File: src/rtl/sigma_delta_pkg.sv
// ----------------------------------------------------------------------------
// sigma_delta_pkg
// Shared types and width helpers for the sigma-delta modulator/counter pair.
// Widths are functions of the frame length N so every user can size its
// own logic from its own NUMBER_OF_SAMPLES parameter.
// ----------------------------------------------------------------------------
package sigma_delta_pkg;

   typedef enum logic {
      SD_IDLE = 1'b0,
      SD_RUN  = 1'b1
   } sd_state_e;

   // code 0..N inclusive
   function automatic int code_w(input int n);
      return $clog2(n + 1);
   endfunction

   // acc + cq peaks at 2N-1
   function automatic int acc_w(input int n);
      return $clog2(2 * n);
   endfunction

   // sample index 0..N-1
   function automatic int cnt_w(input int n);
      return $clog2(n);
   endfunction

   localparam int SD_N_DEFAULT = 1000;
   localparam int CODE_W       = code_w(SD_N_DEFAULT);
   localparam int ACC_W        = acc_w(SD_N_DEFAULT);
   localparam int CNT_W        = cnt_w(SD_N_DEFAULT);

endpackage

File: src/rtl/sigma_delta_modulator_if.sv
// ----------------------------------------------------------------------------
// sigma_delta_modulator_if
// Code handshake plus bitstream outputs of the modulator.
//   code/code_valid  : setpoint source -> modulator
//   code_ready       : modulator -> source
//   pulse            : 1-bit pulse-density stream
//   frame_start      : high during sample 0 of each frame
//   busy             : high while a frame is being emitted
// master = setpoint source / observer, slave = modulator.
// ----------------------------------------------------------------------------
interface sigma_delta_modulator_if
   import sigma_delta_pkg::*;
#(
   parameter int N = 1000
) ();

   logic [code_w(N)-1:0] code;
   logic                 code_valid;
   logic                 code_ready;
   logic                 pulse;
   logic                 frame_start;
   logic                 busy;

   modport master (
      output code,
      output code_valid,
      input  code_ready,
      input  pulse,
      input  frame_start,
      input  busy
   );

   modport slave (
      input  code,
      input  code_valid,
      output code_ready,
      output pulse,
      output frame_start,
      output busy
   );

endinterface

File: src/rtl/sigma_delta_accumulator.sv
// ----------------------------------------------------------------------------
// sigma_delta_accumulator
// First-order error-feedback core: sum = acc + cq, fire when sum >= N,
// subtract N on fire. Over N enabled samples starting from acc = 0 this
// emits exactly cq ones and leaves acc back at 0.
//   i_clk, i_rst_n : clock, async active-low reset
//   i_cq           : ones-per-frame for this sample (already clamped to N)
//   i_clear        : treat acc as 0 for this sample (first sample of frame)
//   i_enable       : compute a sample; when low, pulse and acc go to 0
//   o_pulse        : registered bitstream
// ----------------------------------------------------------------------------
module sigma_delta_accumulator
   import sigma_delta_pkg::*;
#(
   parameter int N = 1000
) (
   input  logic                 i_clk,
   input  logic                 i_rst_n,
   input  logic [code_w(N)-1:0] i_cq,
   input  logic                 i_clear,
   input  logic                 i_enable,
   output logic                 o_pulse
);

   localparam int AW = acc_w(N);
   localparam logic [AW-1:0] N_ACC = AW'(N);

   logic [AW-1:0] r_acc;
   logic          r_pulse;
   logic [AW-1:0] w_base;
   logic [AW-1:0] w_sum;
   logic          w_fire;
   logic [AW-1:0] w_acc_nxt;

   always_comb begin
      w_base    = i_clear ? '0 : r_acc;
      w_sum     = w_base + AW'(i_cq);
      w_fire    = (w_sum >= N_ACC);
      w_acc_nxt = w_fire ? (w_sum - N_ACC) : w_sum;
   end

   always_ff @(posedge i_clk or negedge i_rst_n) begin
      if (!i_rst_n) begin
         r_acc   <= '0;
         r_pulse <= 1'b0;
      end else if (i_enable) begin
         r_acc   <= w_acc_nxt;
         r_pulse <= w_fire;
      end else begin
         r_acc   <= '0;
         r_pulse <= 1'b0;
      end
   end

   assign o_pulse = r_pulse;

endmodule

File: src/rtl/sigma_delta_modulator.sv
// ----------------------------------------------------------------------------
// sigma_delta_modulator
// First-order pulse-density modulator. Accepts a code K per frame and emits
// exactly min(K, N) ones spread over N consecutive cycles on sd.pulse.
// Frames run back to back when a new code is accepted on the last sample.
//   i_clk, i_rst_n : clock, async active-low reset
//   sd (slave)     : code/code_valid/code_ready handshake,
//                    pulse/frame_start/busy outputs
// NUMBER_OF_SAMPLES must be >= 2.
// ----------------------------------------------------------------------------
module sigma_delta_modulator
   import sigma_delta_pkg::*;
#(
   parameter int NUMBER_OF_SAMPLES = 1000
) (
   input  logic                   i_clk,
   input  logic                   i_rst_n,
   sigma_delta_modulator_if.slave sd
);

   localparam int N  = NUMBER_OF_SAMPLES;
   localparam int QW = code_w(N);
   localparam int CW = cnt_w(N);
   localparam logic [CW-1:0] LAST   = CW'(N - 1);
   localparam logic [QW-1:0] N_CODE = QW'(N);

   sd_state_e     r_state, w_state_nxt;
   logic [CW-1:0] r_cnt, w_cnt_nxt;
   logic [QW-1:0] r_cq, w_cq_nxt;
   logic          r_frame_start;

   logic          w_last;
   logic          w_ready;
   logic          w_accept;
   logic [QW-1:0] w_cq_clamp;
   logic [QW-1:0] w_cq_use;
   logic          w_acc_en;
   logic          w_acc_clr;
   logic          w_pulse;

   // Ready depends only on state and counter so a source may wait on it
   // before raising valid without creating a combinational loop.
   always_comb begin
      w_last     = (r_cnt == LAST);
      w_ready    = (r_state == SD_IDLE) || w_last;
      w_accept   = w_ready && sd.code_valid;
      w_cq_clamp = (sd.code > N_CODE) ? N_CODE : sd.code;
   end

   always_comb begin
      w_state_nxt = r_state;
      w_cnt_nxt   = r_cnt;
      w_cq_nxt    = r_cq;
      w_acc_en    = 1'b0;
      w_acc_clr   = 1'b0;
      if (w_accept) begin
         // the accept edge itself produces sample 0
         w_state_nxt = SD_RUN;
         w_cnt_nxt   = '0;
         w_cq_nxt    = w_cq_clamp;
         w_acc_en    = 1'b1;
         w_acc_clr   = 1'b1;
      end else if (r_state == SD_RUN) begin
         if (w_last) begin
            w_state_nxt = SD_IDLE;
            w_cnt_nxt   = '0;
         end else begin
            w_cnt_nxt   = r_cnt + CW'(1);
            w_acc_en    = 1'b1;
         end
      end
   end

   always_ff @(posedge i_clk or negedge i_rst_n) begin
      if (!i_rst_n) begin
         r_state       <= SD_IDLE;
         r_cnt         <= '0;
         r_cq          <= '0;
         r_frame_start <= 1'b0;
      end else begin
         r_state       <= w_state_nxt;
         r_cnt         <= w_cnt_nxt;
         r_cq          <= w_cq_nxt;
         // registered with pulse so it marks sample 0 of the stream
         r_frame_start <= w_accept;
      end
   end

   // On the accept edge the freshly clamped code feeds the accumulator
   // directly; r_cq only becomes valid after that edge.
   assign w_cq_use = w_accept ? w_cq_clamp : r_cq;

   sigma_delta_accumulator #(.N(N)) u_acc (
      .i_clk    (i_clk),
      .i_rst_n  (i_rst_n),
      .i_cq     (w_cq_use),
      .i_clear  (w_acc_clr),
      .i_enable (w_acc_en),
      .o_pulse  (w_pulse)
   );

   assign sd.code_ready  = w_ready;
   assign sd.pulse       = w_pulse;
   assign sd.frame_start = r_frame_start;
   assign sd.busy        = (r_state == SD_RUN);

endmodule

File: src/flat_wrapper.sv
// flat-port wrapper written by rule: the top's interface ports become plain ports
module sigma_delta_modulator_flat import sigma_delta_pkg::*;
#(
   parameter int NUMBER_OF_SAMPLES = 1000
)
  (i_clk, i_rst_n, sd_code, sd_code_valid, sd_code_ready, sd_pulse, sd_frame_start, sd_busy);
  sigma_delta_modulator_if #(.N(10)) sd_i ();
  input  logic i_clk;
  input  logic i_rst_n;
  input wire logic [$bits(sd_i.code)-1:0] sd_code;
  input wire logic [$bits(sd_i.code_valid)-1:0] sd_code_valid;
  output wire logic [$bits(sd_i.code_ready)-1:0] sd_code_ready;
  output wire logic [$bits(sd_i.pulse)-1:0] sd_pulse;
  output wire logic [$bits(sd_i.frame_start)-1:0] sd_frame_start;
  output wire logic [$bits(sd_i.busy)-1:0] sd_busy;
  assign sd_i.code = sd_code;
  assign sd_i.code_valid = sd_code_valid;
  assign sd_code_ready = sd_i.code_ready;
  assign sd_pulse = sd_i.pulse;
  assign sd_frame_start = sd_i.frame_start;
  assign sd_busy = sd_i.busy;
  sigma_delta_modulator #(.NUMBER_OF_SAMPLES(NUMBER_OF_SAMPLES)) u_core (.i_clk(i_clk), .i_rst_n(i_rst_n), .sd(sd_i));
endmodule
File: config.mk
export PLATFORM = sky130hd
export DESIGN_NAME = sigma_delta_modulator_flat
export DESIGN_NICKNAME = d
export VERILOG_FILES = /design/src/rtl/sigma_delta_pkg.sv /design/src/rtl/sigma_delta_modulator_if.sv /design/src/rtl/sigma_delta_accumulator.sv /design/src/rtl/sigma_delta_modulator.sv /design/src/flat_wrapper.sv
export SDC_FILE = /design/constraint.sdc
export NUM_CORES = 1
export LEC_CHECK = 0
export ABC_CLOCK_PERIOD_IN_PS = 7600
export CORE_ASPECT_RATIO = 1.25
export CORE_MARGIN = 1
export CORE_UTILIZATION = 40
export DETAILED_ROUTE_END_ITERATION = 16
export HOLD_SLACK_MARGIN = 0.02
export MAX_ROUTING_LAYER = met4
export PLACE_DENSITY = 0.53
export SLEW_MARGIN = 20
export SYNTH_ARGS = -nofsm -noshare
export SYNTH_HDL_FRONTEND = slang
export SYNTH_SLANG_ARGS = --single-unit
export TNS_END_PERCENT = 20
File: constraint.sdc
create_clock -name i_clk -period 7.6 [get_ports i_clk]
set_input_delay 1.52 -clock i_clk [delete_from_list [all_inputs] [get_ports i_clk]]
set_output_delay 1.52 -clock i_clk [all_outputs]
set_load 0.01 [all_outputs]
Figure 1. M1 wires (run 1).
The bar under the picture is 20 µm long. Supply wires on this layer in gray.
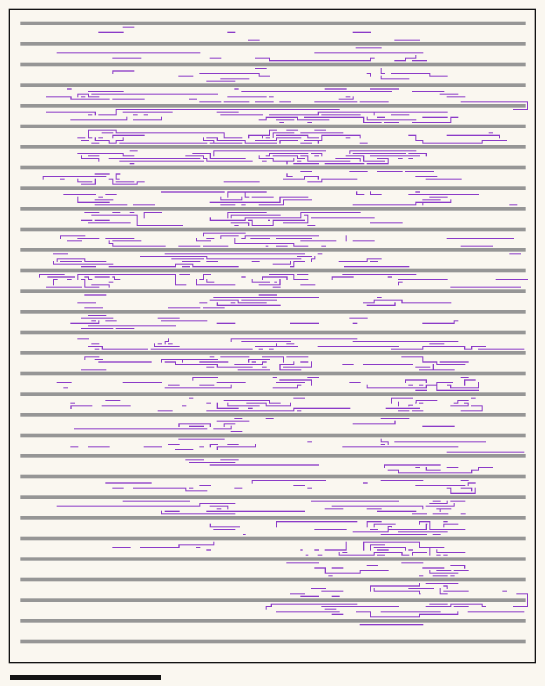
nets with wire on the layer: 235
share of all routed wire: 50%
main direction: horizontal
wire length on this layer: 2300 µm
wire length after detailed routing: 4.62 mm
global-route track usage on met1: 0.226

Figure 2. Routing congestion map (run 1).
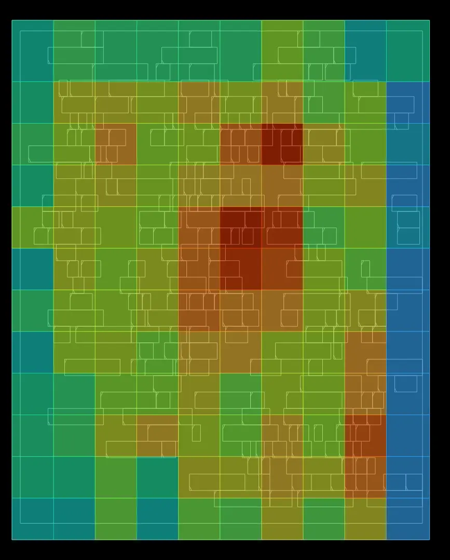
met2 usage in global routing: 0.279
Wirelength per Cell: 15.6 µm
gr busiest metal: met2

Figure 3. M2 wires (run 1).
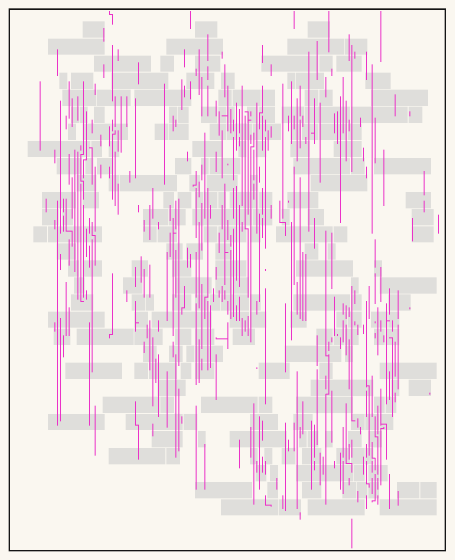
main direction: vertical
nets with wire on the layer: 221
share of all routed wire: 47%
longest straight run: 35.7 µm

Figure 4. Cell classes on the final placement (run 1).
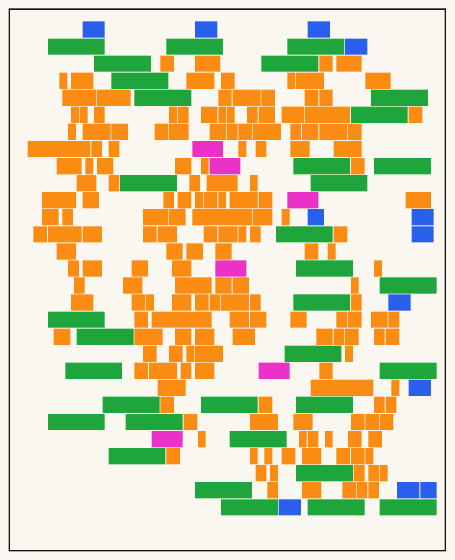
| color | class | cells | share of their area |
|---|---|---|---|
| green | registers | 34 | 35% |
| magenta | clock drivers and dummy loads | 6 | 3.4% |
| blue | remaining buffers and delay cells | 12 | 4.8% |
| orange | remaining logic cells | 181 | 57% |

==> impl.org, run 1 <==
* Implementation run

** Status
- Outcome :: finished, final reports clean

** Synth
- The area recorded from the Yosys report for this design is 0.00226 mm².
- In this run, synthesis inferred 0 flip-flops with an integrated enable.
- The synthesized design spends more area on one cell type than any other, namely sky130_fd_sc_hd__dfrtp_1.
- Asr flop ratio synth :: 1.00
- After synthesis, the netlist uses 64 different library cells.
- Synthesis inferred 34 register bits.

** Detailed routing
- Drc violations :: 0
- Residual antenna-violating net count after detailed routing :: 0
- The iteration count recorded for the first detailed-route pass is 4.

** Critical path
- Looking at the critical path, the highest net fanout was 21.
- Worst R2R Path Depth :: 14
- The slowest stage of the critical path belongs to the cell sky130_fd_sc_hd__o41ai_4.
- The arrival time of data at the worst endpoint is listed as 5.63 ns.
- Kind of cell with the highest combined delay on the critical path :: simple AND/OR/NAND/NOR gates
- In this run the number of cells on the critical path is 14.
- The cell that appears most often on the critical path is sky130_fd_sc_hd__ha_1.

** Final timing
- Setup repair after global routing left no endpoint under its margin.
- The worst path in the final design needs a cycle of approximately 5.4 ns, including I/O delays and setup.
- Worst-Margin Slew :: between 0.8 and 0.9 ns
- The highest clock rate this design can be run at is 184 MHz.
- Headroom to the max-slew limit came out at 0.464.
- Max-slew violation total from the final report :: 0
- Cycle use final :: 0.715
- Final-report hold violation count :: 0
- The final layout reports a setup TNS of 0 ns.

** Clock network
- Post_cts resized :: 0
- Clock tree synthesis inserted a total of 5 buffers.
- TritonCTS built the clock tree.
- Per the post-CTS timing run, clock transition at the registers of the reported paths is 0.07 ns.
- Post-cts hold buffer count :: 0
- Library cell used as clock root buffer :: sky130_fd_sc_hd__clkbuf_8

** Pwr
- For this design the static power due to leakage is 1.15 nW.
- Per the power-grid run, VDD falls by no more than between 50 and 60 µV.
- The report lists the power per cell area as around 130 mW/mm².

** GRT
- The number of antenna violations at the first check in global routing is 0.
- Via count of the first global-routing pass :: 1658
- All-Layer GR Usage :: 0.176
- Largest net degree at the start of global routing :: 35
- For this run, global-route usage on met3 was measured as 0.0294.

** Placed design
- The final weighted congestion recorded by global placement is 0.801.
- Total instance count after detailed placement :: 291

** Floorplan
- I/O pin total :: 11
- Pre-Place Util :: 0.416

** Cells and area
- Area growth from synthesis to final layout :: 10.4%
- After filler insertion, the fill cell instance count of the layout stands at 514.

** Worst hold path
- The number of cells on the worst hold path is listed as 1.
run 1: area by class of cell:
| class | instances | area, µm² | area share |
|---|---|---|---|
| inverter | 5 | 18.8 | 0.00752 |
| multi-input combinational | 176 | 1350 | 0.541 |
| sequential | 34 | 851 | 0.341 |
| timing repair buffer | 12 | 115 | 0.0461 |
| clock buffer | 6 | 82.6 | 0.0331 |
| tap | 64 | 80.1 | 0.0321 |
run 1: per-stage QoR:
step                hold slack, ns  utilization  area (µm²)  power, W  setup slack (ns)
floorplan                    0.446            -        2260  0.000184              2.96
global placement             0.473        0.444        2410  0.000192              2.03
detailed placement           0.473        0.444        2410  0.000192              1.86
CTS                          0.487        0.459        2500  0.000326              2.14
global route                 0.496        0.459        2500  0.000333              1.68
finish                       0.480        0.459        2500  0.000319              2.17
run 1: power by group:
group	total (W)	internal, W	switching, W
Clock	0.000131	0.0000698	0.0000612
Sequential	0.000181	0.000181	0
Combinational	0.00000706	0.00000303	0.00000402
Total	0.000319	0.000254	0.0000652
run 1: layer usage:
metal	wire, µm	share of wire	up-vias
li1	-	-	853
met1	2300	0.50	837
met2	2160	0.47	18
met3	82	0.018	7
met4	76	0.016	0
met5	0	0	-
run 1: logic make-up after synthesis:
kind of cell / share of synthesized area
buffers and inverters: 0.0271
AOI/OAI and AO/OA: 0.257
DFF: 0.376
and+or+nand+nor: 0.218
xor gates and xnor gates: 0.0149
adders and majority gates: 0.0752
muxes: 0.0310
run 1: registers in the layout, indices dropped and copies added, names as in the netlist:
name	count
u_core.u_acc.r_acc	11
u_core.r_cnt	10
u_core.r_cq	10
u_core.sd.busy	1
u_core.sd.frame_start	1
u_core.u_acc.o_pulse	1
run 1: final timing paths:
check	end	slack [ns]
min reg2reg	u_core.r_cnt[9]	0.48
max	u_core.u_acc.r_acc[10]	2.17
max in group asynchronous	u_core.u_acc.r_acc[10]	5.65
max reg2reg	u_core.u_acc.r_acc[10]	2.17
min in group asynchronous	u_core.r_cnt[5]	1.64
min	u_core.r_cnt[9]	0.48
run 1: placed cells by master (no fill, tap or decap), types with 3 or more instances in the layout:
master	synthesis	final
sky130_fd_sc_hd__a21o_1	3	3
sky130_fd_sc_hd__and3_1	7	7
sky130_fd_sc_hd__o21ai_0	14	14
sky130_fd_sc_hd__nor2b_1	3	3
sky130_fd_sc_hd__ha_1	12	12
sky130_fd_sc_hd__clkbuf_8	0	6
sky130_fd_sc_hd__nor3b_1	3	3
sky130_fd_sc_hd__and2_1	20	20
sky130_fd_sc_hd__mux2_2	4	4
sky130_fd_sc_hd__nand2b_1	3	3
sky130_fd_sc_hd__a211o_1	3	3
sky130_fd_sc_hd__o21a_1	5	5
sky130_fd_sc_hd__clkdlybuf4s50_1	0	10
sky130_fd_sc_hd__nand2_1	12	12
sky130_fd_sc_hd__a21oi_1	11	11
sky130_fd_sc_hd__nand3_1	6	6
sky130_fd_sc_hd__nand4_1	4	4
sky130_fd_sc_hd__nor2_1	14	14
sky130_fd_sc_hd__inv_1	5	5
sky130_fd_sc_hd__dfrtp_1	34	34
sky130_fd_sc_hd__or2_2	3	3
==> run 2, diff against run 1 <==
- ABC_CLOCK_PERIOD_IN_PS: 7600 -> 5050
- clock period: 7.6 -> 5.05 ns (I/O delays scaled with it)
Figure 5. Metal 3 (run 2).
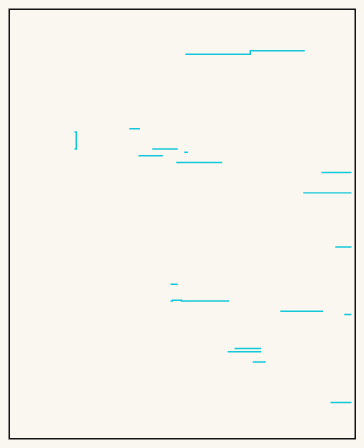
wire length on this layer: 107 µm
longest straight run: 12.9 µm
share of all routed wire: 2.2%
via count of the routed design: 1748
wire length after detailed routing: 4.88 mm

Figure 6. M2 wires (run 2).
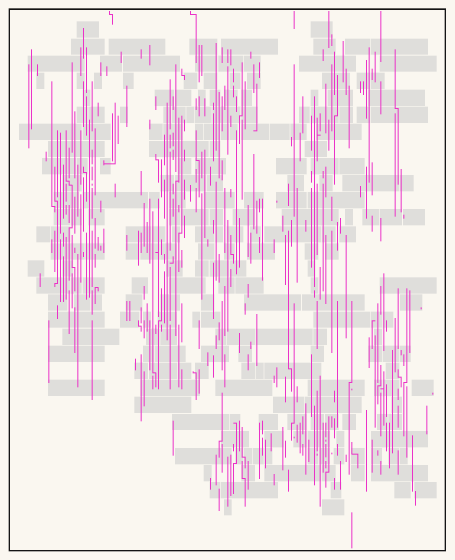
wire length on this layer: 2340 µm
share of all routed wire: 48%

==> run 2 against run 1 <==
Effect of this change: via count increased by 1.9%; clock skew grew 0.0044 ns; total power up 56%; sequential share of layout area shrank 0.47 points; sequential power grew about 50%; global-route usage increased by 1.1 points; clock power increased by 63%; setup slack got worse by 1.5 ns; synthesized cell count did not move; cell count rose by 1.7%; largest cell class unchanged; highest routed layer unchanged.
==> impl.org, run 2 <==
* Implementation run

** Floorplan
- The count of pins on the block boundary is 11 (unchanged).
- Pre-Place Util :: 0.416 (unchanged)

** Synth
- Asr flop ratio synth :: 1.00 (unchanged)
- The number of distinct library cells after synthesis was 64 (unchanged).
- Cell accounting for the most synthesized area :: sky130_fd_sc_hd__dfrtp_1
- Post-synth tally of flip-flops with integrated enable :: 0 (unchanged)

** Cells and area
- Leading cell type in the layout, fill and taps excluded :: sky130_fd_sc_hd__dfrtp_1
- Final instance area :: 0.00253 mm² (+1.4%)
- Relative to the synthesized area, the layout overhead comes to 11.9%.
- The post-route core utilization came to 0.465 (+0.00644).

** Critical path
- Worst R2R Path Depth :: 15 (+1)
- Maximum fanout along the worst path :: 20 (-4.8%)
- Among all stages on the critical path, the largest delay is contributed by sky130_fd_sc_hd__clkdlybuf4s50_1.
- The arrival time of the worst setup path came to 4.59 ns (-1.04 ns).

** Final timing
- Maximum frequency from static timing analysis :: 228 MHz
- Final setup margin :: 0.664 ns (-1.50 ns)
- Cycle use final :: 0.868
- Worst max-slew margin expressed relative to the limit :: 0.372 (-0.0919)

** Pwr
- The power per cell area came to 196 mW/mm² (+54%).
- The leakage component of the power came to 1.17 nW (+1.6%).

** GRT
- Via count of the first global-routing pass :: 1806 (+8.9%)

** Placed design
- Total instance count after detailed placement :: 294 (+1.0%)
- The instance area at placement is 0.00244 mm² (+0.93%).

** Detailed routing
- 1st-pass router iterations :: 4 (unchanged)
- Routed length on met1 :: 2.39 mm (+3.7%)
- Drc violations :: 0 (unchanged)

** Worst hold path
- Hold Path Stages :: 1 (unchanged)

** Clock network
- Clock buffer count from CTS :: 5 (unchanged)
- Post_cts resized :: 0 (unchanged)

** Status
- Outcome :: finished, final reports clean
Figure 7. M1 wires (run 2).
The bar under the picture is 20 µm long. Supply wires on this layer in gray.
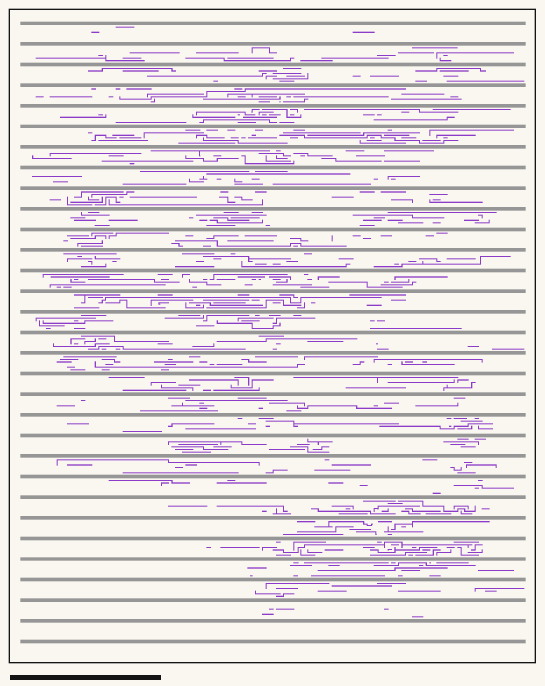
main direction: horizontal
wire length on this layer: 2390 µm
global-route track usage on met1: 0.234

-- run 2: cell counts after synthesis --
No cell type changed its count.
-- run 2: layer usage --
metal | up-vias | GRT usage
li1 | 865 | -
met1 | 851 | 0.234
met2 | 27 | 0.309
met3 | 5 | 0.0353
met4 | 0 | 0.0482
met5 | - | -
-- run 2: cells by family after synthesis --
kind of cell	share of synthesized area
flops	0.376
mux	0.0310
compound gates	0.257
buf+inv	0.0271
xor+xnor	0.0149
fa+ha+maj	0.0752
simple gates	0.218
-- run 2: path summary, 6_finish.rpt --
| path | startpoint | end | slack (ns) |
|---|---|---|---|
| max | sd_code_valid | u_core.u_acc.r_acc[10] | 0.66 |
| min | u_core.r_cq[7] | u_core.r_cq[7] | 0.49 |
| max reg2reg | u_core.r_cnt[0] | u_core.u_acc.r_acc[10] | 0.74 |
| min reg2reg | u_core.r_cq[7] | u_core.r_cq[7] | 0.49 |
| max in group asynchronous | i_rst_n | u_core.r_cq[1] | 3.59 |
| min in group asynchronous | i_rst_n | u_core.r_cnt[9] | 1.13 |
-- run 2: report_power, final --
group          switching (W)  internal, W  leakage [nW]  total (W)
Clock               0.000105     0.000110        0.0472   0.000214
Sequential                 0     0.000272         0.455   0.000272
Combinational     0.00000618   0.00000458         0.665  0.0000108
-- run 2: cell type report --
| type | instances | area (µm²) |
|---|---|---|
| fillers | 517 | 2910 |
| clock buffers | 6 | 82.6 |
| repair buffers | 15 | 138 |
| inverters | 5 | 18.8 |
| flip-flops and latches | 34 | 851 |
| well taps | 64 | 80.1 |
| multi-input cells | 176 | 1350 |
| clock inverters | 2 | 12.5 |
-- run 2: per-stage QoR --
step | total power (W) | hold WS, ns
6_report | 0.000497 | 0.488
5_1_grt | 0.000515 | 0.530
4_1_cts | 0.000505 | 0.494
3_5_place_dp | 0.000289 | 0.476
3_3_place_gp | 0.000289 | 0.476
2_1_floorplan | 0.000278 | 0.446
-- run 2: worst max-delay path: cells and delay by family --
family          cells  cell delay, ns
compound gates      3            0.78
fa+ha+maj           2            0.71
buf+inv             2            0.70
mux                 1            0.40
simple gates        4            1.00
==> run 3, diff against run 2 <==
- SKIP_LAST_GASP: not set -> 1
- SYNTH_HIERARCHICAL: not set -> 1
Figure 8. Cell classes on the final placement (run 3).
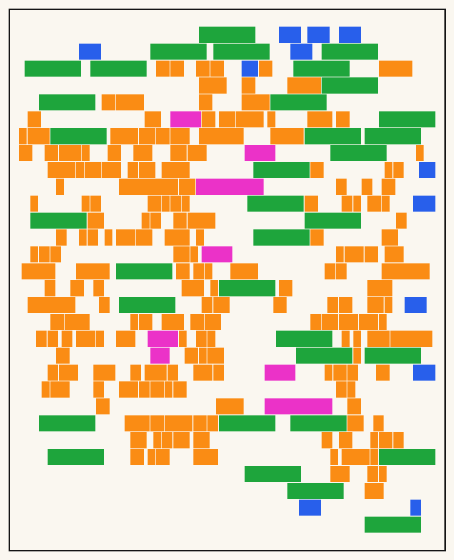
| color | class | cells | share of their area |
|---|---|---|---|
| green | registers | 34 | 34% |
| magenta | clock drivers and dummy loads | 8 | 5.5% |
| orange | remaining logic cells | 199 | 56% |
| blue | remaining buffers and delay cells | 12 | 4.4% |

Figure 9. Routing congestion map (run 3).
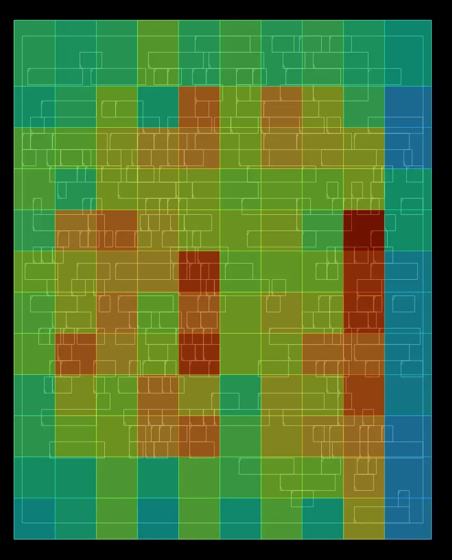
global-route track usage on met1: 0.215
All-Layer GR Usage: 0.178
met3 Usage GRT: 0.0255
met2 usage in global routing: 0.302

==> run 3 against run 2 <==
Effect of this change: non-clock buffer count fell by 3; maximum frequency up 1.1%; cell count increased by 5.0%; largest power group is now the clock network.
==> impl.org, run 3 <==
* Implementation run

** Status
- The run finished with clean final reports.

** Pwr
- The cell internal power dissipation came to 0.000474 W (+23%).
- Switching portion of total power :: 0.189 (-0.0338)
- Sequential share of power :: 0.466 (-0.081)
- Power share of the clock group :: 0.517 (+0.086)
- The power per cell area is 226 mW/mm² (+15%).
- Reported leakage power :: 1.28 nW (+9.7%)
- Net load switching power :: 0.000110 W (-0.29%)
- Total power of the final layout :: 0.000584 W (+18%)

** Detailed routing
- Drc violations :: 0 (unchanged)
- The detailed-router iteration count before antenna repair came to 4 (unchanged).

** Final timing
- The headroom to the max-slew limit was 0.484 (+0.111).
- Worst-case hold slack :: 0.494 ns (+0.00676 ns)
- Final setup violation count :: 0
- Cycle use final :: 0.859 (-0.00907)

** Synth
- The share of cell area taken by muxes after synthesis was 0.0553 (+0.0243).
- Area share of fa/ha/maj cells after synthesis :: 0.0737 (-0.00155)
- Asr flop ratio synth :: 1.00 (unchanged)
- The number of enable-type register cells in the synthesized netlist was 0 (unchanged).

** Cells and area
- Area of the multi-input gates :: 0.00136 mm² (+0.83%)
- The top cell type in the final layout, fill and taps aside, is sky130_fd_sc_hd__dfrtp_1.
- FF+latch area :: 851 µm² (unchanged)
- Area growth from synthesis to final layout :: 12.0% (about the same)
- The number of fillers in the final layout came to 525 (+1.5%).
- The area of all placed cells without fillers came to 0.00259 mm² (+2.2%).

** Critical path
- Maximum fanout along the worst path :: 11 (-45%)
- The arrival time of the worst setup path came to 4.54 ns (-0.05 ns).
- OpenSTA lists the critical path startpoint as u_core/r_cnt[0].
- Per the STA report, the cell with the highest stage delay on the worst path is sky130_fd_sc_hd__dfrtp_1.
- Worst R2R Path Depth :: 14 (-1)
- The cell count along the critical path was 14 (+2).
- Broken down by cell family, the worst path's largest delay share belongs to AND-OR/OR-AND gates.
- The endpoint identified for the worst register-to-register timing path is u_core/u_acc/r_acc[6].
- The number of buffers and inverters on the critical path was 1 (-1).
- CP Capture Point :: u_core/u_acc/r_acc[6]

** Placed design
- Total instance count after detailed placement :: 309 (+5.1%)
- The instance area at placement came to 0.00245 mm² (+0.51%).

** GRT
- The via count of the first global-routing pass came to 1706 (-5.5%).

** Floorplan
- I/O pin total :: 11 (unchanged)

** Clock network
- The post-cts gate resize count is 0 (unchanged).
Figure 10. Metal 3 (run 3).
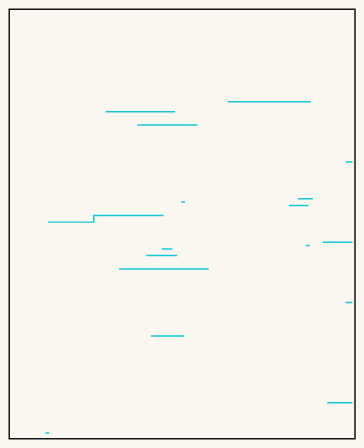
main direction: horizontal
longest straight run: 17.9 µm
wire length after detailed routing: 4.96 mm
via count of the routed design: 1802

run 3: netlist changes by cell type in the layout (fill, tap and decap cells not counted), sizes merged, moves of 4 or more:
cell   previous run  this run
a211o             4         0
and2             20        13
inv               5        12
mux2i             1         6
nand2            12        22
nand3             6        12
nor2b             3        12
nor3              0         4
o21a              5         1
o21ai            16        10
run 3: through the flow:
stage / utilization / worst slack (ns)
floorplan: - / 1.12
global placement: 0.447 / 0.448
detailed placement: 0.447 / 0.430
CTS: 0.472 / 0.686
global route: 0.472 / 0.443
finish: 0.472 / 0.710
run 3: power groups by stage:
stage | registers [W] | logic, W | clock network, W
after global routing | 0.000272 | 0.0000115 | 0.000320
after global placement | 0.000277 | 0.0000106 | 0
final | 0.000272 | 0.0000101 | 0.000302
after CTS | 0.000272 | 0.0000108 | 0.000312
after detailed placement | 0.000277 | 0.0000108 | 0
after floorplan | 0.000277 | 0.000000131 | 0
run 3: worst register-to-register path, stage by stage, from the launching register on:
cell	delay, ns
sky130_fd_sc_hd__dfrtp_1	0.41
sky130_fd_sc_hd__ha_1	0.24
sky130_fd_sc_hd__and3_2	0.24
sky130_fd_sc_hd__a31oi_4	0.29
sky130_fd_sc_hd__inv_4	0.10
sky130_fd_sc_hd__nand2_4	0.15
sky130_fd_sc_hd__mux2_2	0.37
sky130_fd_sc_hd__ha_1	0.23
sky130_fd_sc_hd__fa_1	0.40
sky130_fd_sc_hd__a21o_1	0.25
sky130_fd_sc_hd__a221oi_4	0.35
sky130_fd_sc_hd__mux2_2	0.40
sky130_fd_sc_hd__nor2_2	0.34
sky130_fd_sc_hd__nand3_1	0.20
sky130_fd_sc_hd__a221oi_2	0.30
run 3: layout make-up:
type | count | share of cell area
Multi-Input combinational cell | 187 | 0.526
Sequential cell | 34 | 0.329
Timing Repair Buffer | 12 | 0.0426
Tap cell | 64 | 0.0309
Clock buffer | 5 | 0.0266
Clock inverter | 3 | 0.0266
Inverter | 12 | 0.0184
run 3: logic make-up (layout without fill, tap and decap cells):
family | Yosys count | after routing
buffers and inverters | 21 | 32
multiplexers | 11 | 11
AND/OR/NAND/NOR | 96 | 96
AND-OR/OR-AND | 61 | 61
adder cells (fa/ha/maj) | 13 | 13
flip-flops | 34 | 34
XOR/XNOR | 6 | 6
run 3: worst min path at each step:
stage,cells past startpoint,start,slack [ns],to
3_5_place_dp,1,u_core/r_cq[7],0.48,u_core/r_cq[7]
3_3_place_gp,1,u_core/r_cq[6],0.47,u_core/r_cq[6]
4_1_cts,1,u_core/r_cq[7],0.50,u_core/r_cq[7]
6_report,1,u_core/r_cq[7],0.49,u_core/r_cq[7]
2_1_floorplan,1,u_core/r_cq[4],0.46,u_core/r_cq[4]
5_1_grt,1,u_core/r_cq[2],0.53,u_core/r_cq[2]
run 3: layer usage:
metal  share of wire  up-vias  GRT usage  wire length [µm]
met3           0.024        7     0.0255               119
met4           0.020        0     0.0709               101
met1            0.46      882      0.215              2300
met5               0        -          -                 0
met2            0.49       26      0.302              2430
li1                -      887          -                 -
Power figures rest on the tool's default switching activity, not on a simulated workload.
